$ cat src/rtl/packet_pkg.sv
// Shared widths and FSM state type for the switch ingress requesters.
package packet_pkg;

    localparam int unsigned NUM_PORTS  = 4;
    localparam int unsigned ADDR_WIDTH = NUM_PORTS;
    localparam int unsigned DATA_WIDTH = 32;

    typedef enum logic [1:0] {
        StIdle,
        StReq,
        StDrop
    } req_state_e;

endpackage

$ cat src/rtl/port_requester_if.sv
// Ingress, arbiter and crossbar signals of one switch input port.
// master = the requester, slave = its environment.
interface port_requester_if;
    import packet_pkg::*;

    logic                  in_valid;
    logic                  in_ready;
    logic [DATA_WIDTH-1:0] in_data;
    logic                  in_eop;
    logic                  port_req;
    logic [ADDR_WIDTH-1:0] port_dst;
    logic                  grant;
    logic                  out_valid;
    logic [DATA_WIDTH-1:0] out_data;
    logic                  out_eop;
    logic                  drop_pulse;

    modport master (
        input  in_valid, in_data, in_eop, grant,
        output in_ready, port_req, port_dst, out_valid, out_data, out_eop, drop_pulse
    );

    modport slave (
        output in_valid, in_data, in_eop, grant,
        input  in_ready, port_req, port_dst, out_valid, out_data, out_eop, drop_pulse
    );

endinterface

$ cat src/rtl/sync_fifo.sv
// Single-clock FIFO with registered pointers; head word is read combinationally.
module sync_fifo #(
    parameter int unsigned DEPTH = 8,
    parameter int unsigned WIDTH = 33
) (
    input  logic             clk,
    input  logic             rst_n,
    input  logic             push_i,
    input  logic             pop_i,
    input  logic [WIDTH-1:0] wdata_i,
    output logic [WIDTH-1:0] rdata_o,
    output logic             full_o,
    output logic             empty_o
);

    localparam int unsigned PtrW = $clog2(DEPTH);
    localparam int unsigned CntW = PtrW + 1;

    logic [WIDTH-1:0] mem_q [DEPTH];
    logic [PtrW-1:0]  wr_ptr_q, wr_ptr_d, rd_ptr_q, rd_ptr_d;
    logic [CntW-1:0]  cnt_q, cnt_d;
    logic             do_push, do_pop;

    assign full_o  = (cnt_q == CntW'(DEPTH));
    assign empty_o = (cnt_q == '0);
    assign do_push = push_i && !full_o;
    assign do_pop  = pop_i && !empty_o;
    assign rdata_o = mem_q[rd_ptr_q];

    // DEPTH is a power of two, so pointers wrap naturally.
    always_comb begin
        wr_ptr_d = wr_ptr_q + PtrW'(do_push);
        rd_ptr_d = rd_ptr_q + PtrW'(do_pop);
        cnt_d    = cnt_q + CntW'(do_push) - CntW'(do_pop);
    end

    always_ff @(posedge clk or negedge rst_n) begin
        if (!rst_n) begin
            wr_ptr_q <= '0;
            rd_ptr_q <= '0;
            cnt_q    <= '0;
        end else begin
            wr_ptr_q <= wr_ptr_d;
            rd_ptr_q <= rd_ptr_d;
            cnt_q    <= cnt_d;
        end
    end

    always_ff @(posedge clk) begin
        if (do_push) begin
            mem_q[wr_ptr_q] <= wdata_i;
        end
    end

endmodule

$ cat src/rtl/port_requester.sv
// Ingress requester: buffers packets, requests the arbiter with the header's
// destination mask and forwards one word per grant. Option: REQ_TIMEOUT_EN.
module port_requester
    import packet_pkg::*;
#(
    parameter int unsigned DEPTH   = 8,
    parameter int unsigned TIMEOUT = 64
) (
    input logic              clk,
    input logic              rst_n,
    port_requester_if.master bus
);

    localparam int unsigned FifoW = DATA_WIDTH + 1;

    logic                  push, pop, fifo_full, fifo_empty;
    logic [FifoW-1:0]      head;
    logic                  head_eop;
    logic [DATA_WIDTH-1:0] head_data;
    logic [ADDR_WIDTH-1:0] head_dst;
    logic                  req, timeout_hit;

    req_state_e            state_q, state_d;
    logic [ADDR_WIDTH-1:0] dst_q, dst_d;
    logic                  out_valid_q, out_valid_d;
    logic [DATA_WIDTH-1:0] out_data_q, out_data_d;
    logic                  out_eop_q, out_eop_d;
    logic                  drop_pulse_q, drop_pulse_d;

    sync_fifo #(
        .DEPTH (DEPTH),
        .WIDTH (FifoW)
    ) u_fifo (
        .clk     (clk),
        .rst_n   (rst_n),
        .push_i  (push),
        .pop_i   (pop),
        .wdata_i ({bus.in_eop, bus.in_data}),
        .rdata_o (head),
        .full_o  (fifo_full),
        .empty_o (fifo_empty)
    );

    assign {head_eop, head_data} = head;
    assign head_dst              = head_data[ADDR_WIDTH-1:0];
    assign push                  = bus.in_valid && !fifo_full;
    assign req                   = (state_q == StReq) && !fifo_empty;

    always_comb begin
        state_d      = state_q;
        dst_d        = dst_q;
        out_valid_d  = 1'b0;
        out_data_d   = out_data_q;
        out_eop_d    = 1'b0;
        drop_pulse_d = 1'b0;
        pop          = 1'b0;
        unique case (state_q)
            StIdle: begin
                if (!fifo_empty) begin
                    dst_d = head_dst;
                    if (head_dst != '0) begin
                        state_d = StReq;
                    end else begin
                        state_d      = StDrop;
                        drop_pulse_d = 1'b1;
                    end
                end
            end
            StReq: begin
                if (req && bus.grant) begin
                    pop         = 1'b1;
                    out_valid_d = 1'b1;
                    out_data_d  = head_data;
                    out_eop_d   = head_eop;
                    if (head_eop) begin
                        state_d = StIdle;
                    end
                end else if (timeout_hit) begin
                    state_d      = StDrop;
                    drop_pulse_d = 1'b1;
                end
            end
            StDrop: begin
                if (!fifo_empty) begin
                    pop = 1'b1;
                    if (head_eop) begin
                        state_d = StIdle;
                    end
                end
            end
            default: state_d = StIdle;
        endcase
    end

`ifdef REQ_TIMEOUT_EN
    localparam int unsigned TmoW = $clog2(TIMEOUT + 1);

    logic [TmoW-1:0] tmo_cnt_q, tmo_cnt_d;

    // Fires on the TIMEOUT-th consecutive ungranted request cycle.
    assign timeout_hit = req && !bus.grant && (tmo_cnt_q == TmoW'(TIMEOUT - 1));

    always_comb begin
        tmo_cnt_d = tmo_cnt_q;
        if (state_d != StReq || bus.grant) begin
            tmo_cnt_d = '0;
        end else if (req) begin
            tmo_cnt_d = tmo_cnt_q + 1'b1;
        end
    end

    always_ff @(posedge clk or negedge rst_n) begin
        if (!rst_n) begin
            tmo_cnt_q <= '0;
        end else begin
            tmo_cnt_q <= tmo_cnt_d;
        end
    end
`else
    logic unused_timeout;

    assign timeout_hit    = 1'b0;
    assign unused_timeout = ^TIMEOUT;
`endif

    always_ff @(posedge clk or negedge rst_n) begin
        if (!rst_n) begin
            state_q      <= StIdle;
            dst_q        <= '0;
            out_valid_q  <= 1'b0;
            out_data_q   <= '0;
            out_eop_q    <= 1'b0;
            drop_pulse_q <= 1'b0;
        end else begin
            state_q      <= state_d;
            dst_q        <= dst_d;
            out_valid_q  <= out_valid_d;
            out_data_q   <= out_data_d;
            out_eop_q    <= out_eop_d;
            drop_pulse_q <= drop_pulse_d;
        end
    end

    assign bus.in_ready   = !fifo_full;
    assign bus.port_req   = req;
    assign bus.port_dst   = dst_q;
    assign bus.out_valid  = out_valid_q;
    assign bus.out_data   = out_data_q;
    assign bus.out_eop    = out_eop_q;
    assign bus.drop_pulse = drop_pulse_q;

endmodule

$ cat src/flat_wrapper.sv
// flat-port wrapper written by rule: the top's interface ports become plain ports
module port_requester_flat import packet_pkg::*;
#(
    parameter int unsigned DEPTH   = 8,
    parameter int unsigned TIMEOUT = 64
)
  (clk, rst_n, bus_in_valid, bus_in_data, bus_in_eop, bus_grant, bus_in_ready, bus_port_req, bus_port_dst, bus_out_valid, bus_out_data, bus_out_eop, bus_drop_pulse);
  port_requester_if bus_i ();
  input logic clk;
  input logic rst_n;
  input wire logic [$bits(bus_i.in_valid)-1:0] bus_in_valid;
  input wire logic [$bits(bus_i.in_data)-1:0] bus_in_data;
  input wire logic [$bits(bus_i.in_eop)-1:0] bus_in_eop;
  input wire logic [$bits(bus_i.grant)-1:0] bus_grant;
  output wire logic [$bits(bus_i.in_ready)-1:0] bus_in_ready;
  output wire logic [$bits(bus_i.port_req)-1:0] bus_port_req;
  output wire logic [$bits(bus_i.port_dst)-1:0] bus_port_dst;
  output wire logic [$bits(bus_i.out_valid)-1:0] bus_out_valid;
  output wire logic [$bits(bus_i.out_data)-1:0] bus_out_data;
  output wire logic [$bits(bus_i.out_eop)-1:0] bus_out_eop;
  output wire logic [$bits(bus_i.drop_pulse)-1:0] bus_drop_pulse;
  assign bus_i.in_valid = bus_in_valid;
  assign bus_i.in_data = bus_in_data;
  assign bus_i.in_eop = bus_in_eop;
  assign bus_i.grant = bus_grant;
  assign bus_in_ready = bus_i.in_ready;
  assign bus_port_req = bus_i.port_req;
  assign bus_port_dst = bus_i.port_dst;
  assign bus_out_valid = bus_i.out_valid;
  assign bus_out_data = bus_i.out_data;
  assign bus_out_eop = bus_i.out_eop;
  assign bus_drop_pulse = bus_i.drop_pulse;
  port_requester #(.DEPTH(DEPTH), .TIMEOUT(TIMEOUT)) u_core (.clk(clk), .rst_n(rst_n), .bus(bus_i));
endmodule
$ cat config.mk
export PLATFORM = sky130hd
export DESIGN_NAME = port_requester_flat
export DESIGN_NICKNAME = d
export VERILOG_FILES = /design/src/rtl/packet_pkg.sv /design/src/rtl/port_requester_if.sv /design/src/rtl/sync_fifo.sv /design/src/rtl/port_requester.sv /design/src/flat_wrapper.sv
export SDC_FILE = /design/constraint.sdc
export NUM_CORES = 1
export LEC_CHECK = 0
export ABC_AREA = 1
export CELL_PAD_IN_SITES_DETAIL_PLACEMENT = 2
export CELL_PAD_IN_SITES_GLOBAL_PLACEMENT = 2
export CORE_ASPECT_RATIO = 0.6
export CORE_MARGIN = 2
export CORE_UTILIZATION = 41
export DETAILED_ROUTE_END_ITERATION = 10
export PLACE_DENSITY_LB_ADDON = 0.1
export SLEW_MARGIN = 20
export SYNTH_ARGS = -nofsm -noshare
export SYNTH_HDL_FRONTEND = slang
export SYNTH_SLANG_ARGS = --single-unit
$ cat constraint.sdc
create_clock -name clk -period 3.6 [get_ports clk]
set_input_delay 0.72 -clock clk [delete_from_list [all_inputs] [get_ports clk]]
set_output_delay 0.72 -clock clk [all_outputs]
set_load 0.05 [all_outputs]
Fig. 1: run 1, met4 routing
(3 px per micron) Supply wires on this layer in grey. Cells faint in the background.
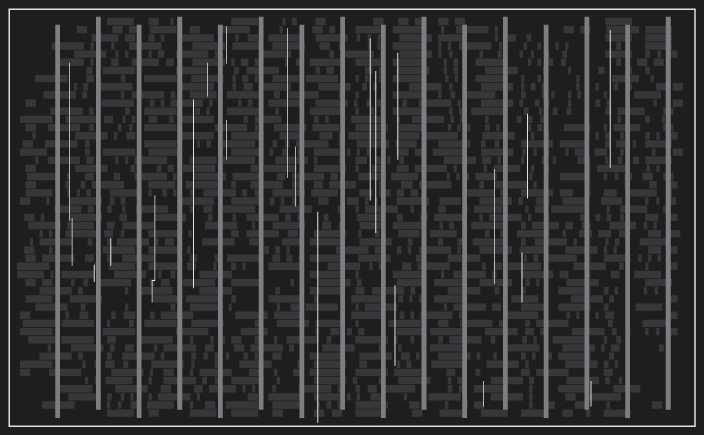
longest straight run: 70.0 microns
wire length on this layer: 670 microns
main direction: vertical
share of all routed wire: 1.8%

Fig. 2: run 1, clock wiring as the flow saved it
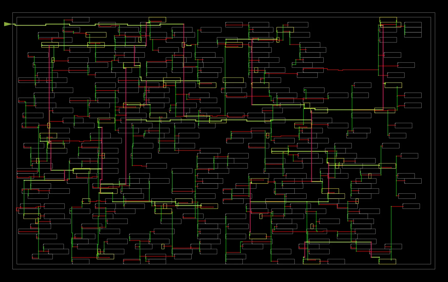
CTS buffer count: 34
Layout Skew: 15.7 ps
clk sinks: 315

==> deck_impl_summary.md, run 1 <==
Physical Implementation Snapshot

Clock network
  • Longest Clk Path Bufs: 3
  • Clk slew on worst S/H paths: 60 ps

Finish
  • Storage element area: 9210 sq um
  • Final Net Count: 1085
  • Finished Layout Cells: 1467
  • Non-Clock Buffer Count: 97
  • Ant. Diodes: 1
  • Area delta synth->final: 19.6%

Pwr
  • Leakage: 5.37 nW
  • Flop pwr share: 37.6%
  • Largest power group: registers
  • Clock network power share: 26.2%
  • P_sw: 5.33 mW
  • Clk. pwr: 3.54 mW
  • Sw frac: 39.4%
  • Seq pwr: 5.09 mW
  • Pwr per Cell Area: 916 nW/um^2

Synthesis
  • Synth Area in Simple Gates: 10.1%
  • Post-Syn Nets: 1008
  • Main flop type: edfxtp_1
  • Syn_area_per_cell: 12.9 sq um
  • Synth Register Bits: 315
  • Mux share: 0%
  • Complex Gates by Area: 9.59%

Drt
  • Initial DRC count: 506
  • Total routed wirelength: 36300 microns
  • Wire length on met3: 1390 microns
  • Top sig layer: met4
  • WL met2: 17500 microns

Job
  • OpenROAD warnings: 29
  • Max-Cap Viols: 0

STA
  • Final WS setup: 663 ps
  • Post-layout period usage: 81.6%
  • Final setup TNS: 0 ps

Die
  • Die Area: 31600 sq um
  • Io pins: 78
  • Chip Height: 138 microns
  • Pre-Place Util: 41.5%

Global routing
  • GR Layer Usage met1: 32.9%
  • GRT busiest layer: met2
  • M2 GR Usage: 38.4%
  • Gr usage total: 23.4%

Place
  • RD Place Congestion: 0.730
  • Port Buf Inserts: 77

Worst setup path
  • Critical Path Start Type: flip-flop
  • CP delay by family, top: buffers and inverters
  • Worst R2R End: u_core.bus.out_data[16]
  • CP most frequent cell: inv_1
  • R2R setup slack: 1100 ps

Run status
  • Status: finished, final reports clean
Fig. 3: run 1, routed metal, one colour a layer
(3 px per micron)
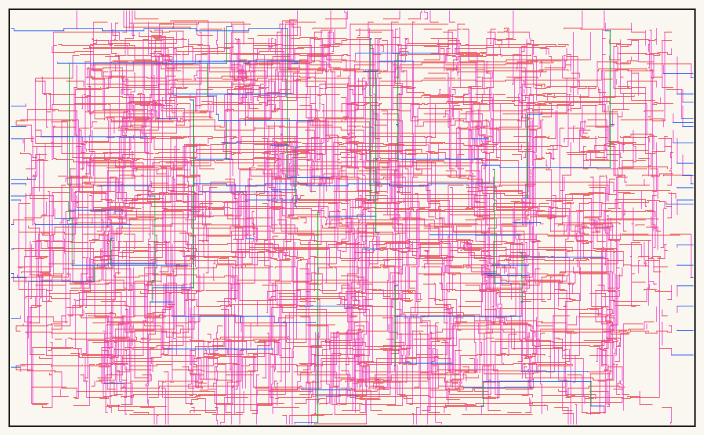
legend:
  green:
    layer: M4
    wire_length: 670 microns
  magenta:
    layer: M2
    wire_length: 17500 microns
  red:
    layer: M1
    wire_length: 16800 microns
  blue:
    layer: M3
    wire_length: 1390 microns

Fig. 4: run 1, local utilization
(2 px per micron) The die is cut into 23 by 14 equal tiles; white is low, dark blue is high, 0 to 100% covered.
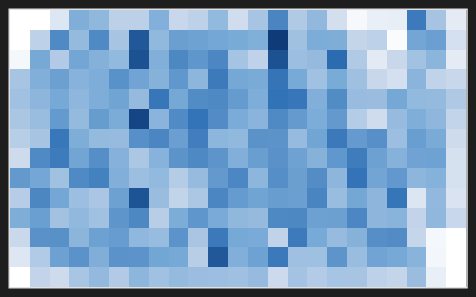
fullest tile: 95%
tiles over 75% full: 2.5%
mean over tiles: 45%
nearly empty tiles: 2.2%

Fig. 5: run 1, sequential cells grouped by signal name
(3 px per micron) Other sequential cells in the stronger grey, the rest of the logic in the fainter grey.
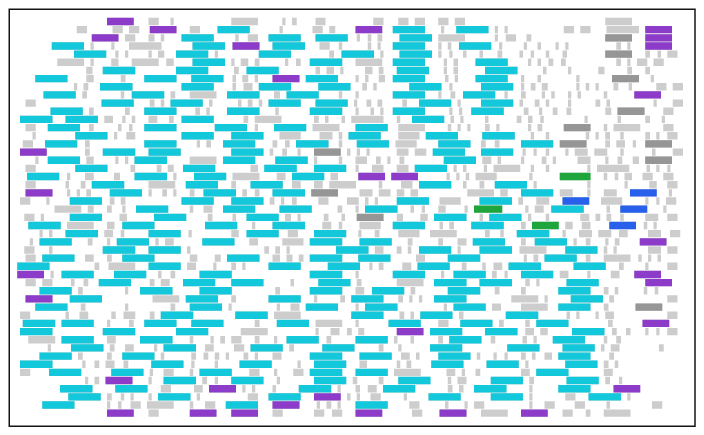

==> run 2: changes to the inputs <==
CORE_UTILIZATION = 37   (was 41)
clock period = 2.6 ns   (was 3.6 ns; I/O delays follow)
Fig. 6: run 2, sequential cells grouped by signal name
(2 px per micron) Other sequential cells in the stronger grey, the rest of the logic in the fainter grey.
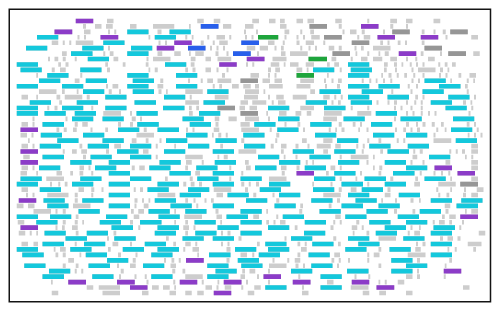
legend:
  blue:
    signal: u_core.u_fifo.cnt_q
    placed_flops: 4
    where: top middle
  purple:
    signal: u_core.bus.out_data
    placed_flops: 32
    where: widely spread
  green:
    signal: u_core.u_fifo.rd_ptr_q
    placed_flops: 3
  cyan:
    signal: u_core.u_fifo.mem_q
    placed_flops: 264
not coloured: 12

==> deck_impl_summary.md, run 2 <==
Physical Implementation Snapshot

Run status
  • Status: finished, final reports clean

Synthesis
  • Main flop type: edfxtp_1
  • Synth Area in Simple Gates: 10.1%
  • Complex Gates by Area: 9.59%
  • Syn_area_per_cell: 12.9 sq um
  • Mux share: 0%
  • Synth Register Bits: 315

Global routing
  • Gr usage total: 20.4%
  • M2 GR Usage: 32.6%
  • GRT busiest layer: met2
  • GR Layer Usage met1: 29.8%

Finish
  • Storage element area: 9210 sq um
  • Area delta synth->final: 20.8%
  • Non-Clock Buffer Count: 107
  • Ant. Diodes: 0
  • Final Net Count: 1092
  • Finished Layout Cells: 1516

STA
  • Layout Skew: 10.9 ps
  • Post-layout period usage: 91.1%
  • Final WS setup: 231 ps
  • Final setup TNS: 0 ps

Drt
  • Initial DRC count: 468
  • Wire length on met3: 1080 microns
  • Top sig layer: met4

Pwr
  • Sw frac: 39.2%
  • Pwr per Cell Area: 1240 nW/um^2
  • Leakage: 5.41 nW
  • P_sw: 7.25 mW
  • Flop pwr share: 37.5%

Worst setup path
  • Worst R2R End: u_core.u_fifo.cnt_q[2]
  • CP delay by family, top: buffers and inverters
  • R2R setup slack: 250 ps

Die
  • Die Area: 34900 sq um
  • Pre-Place Util: 37.8%
  • Chip Height: 146 microns

Clock network
  • Clk sinks: 315
  • CTS buffer count: 31
  • Longest Clk Path Bufs: 3
Power is estimated from default activity; no workload was simulated.
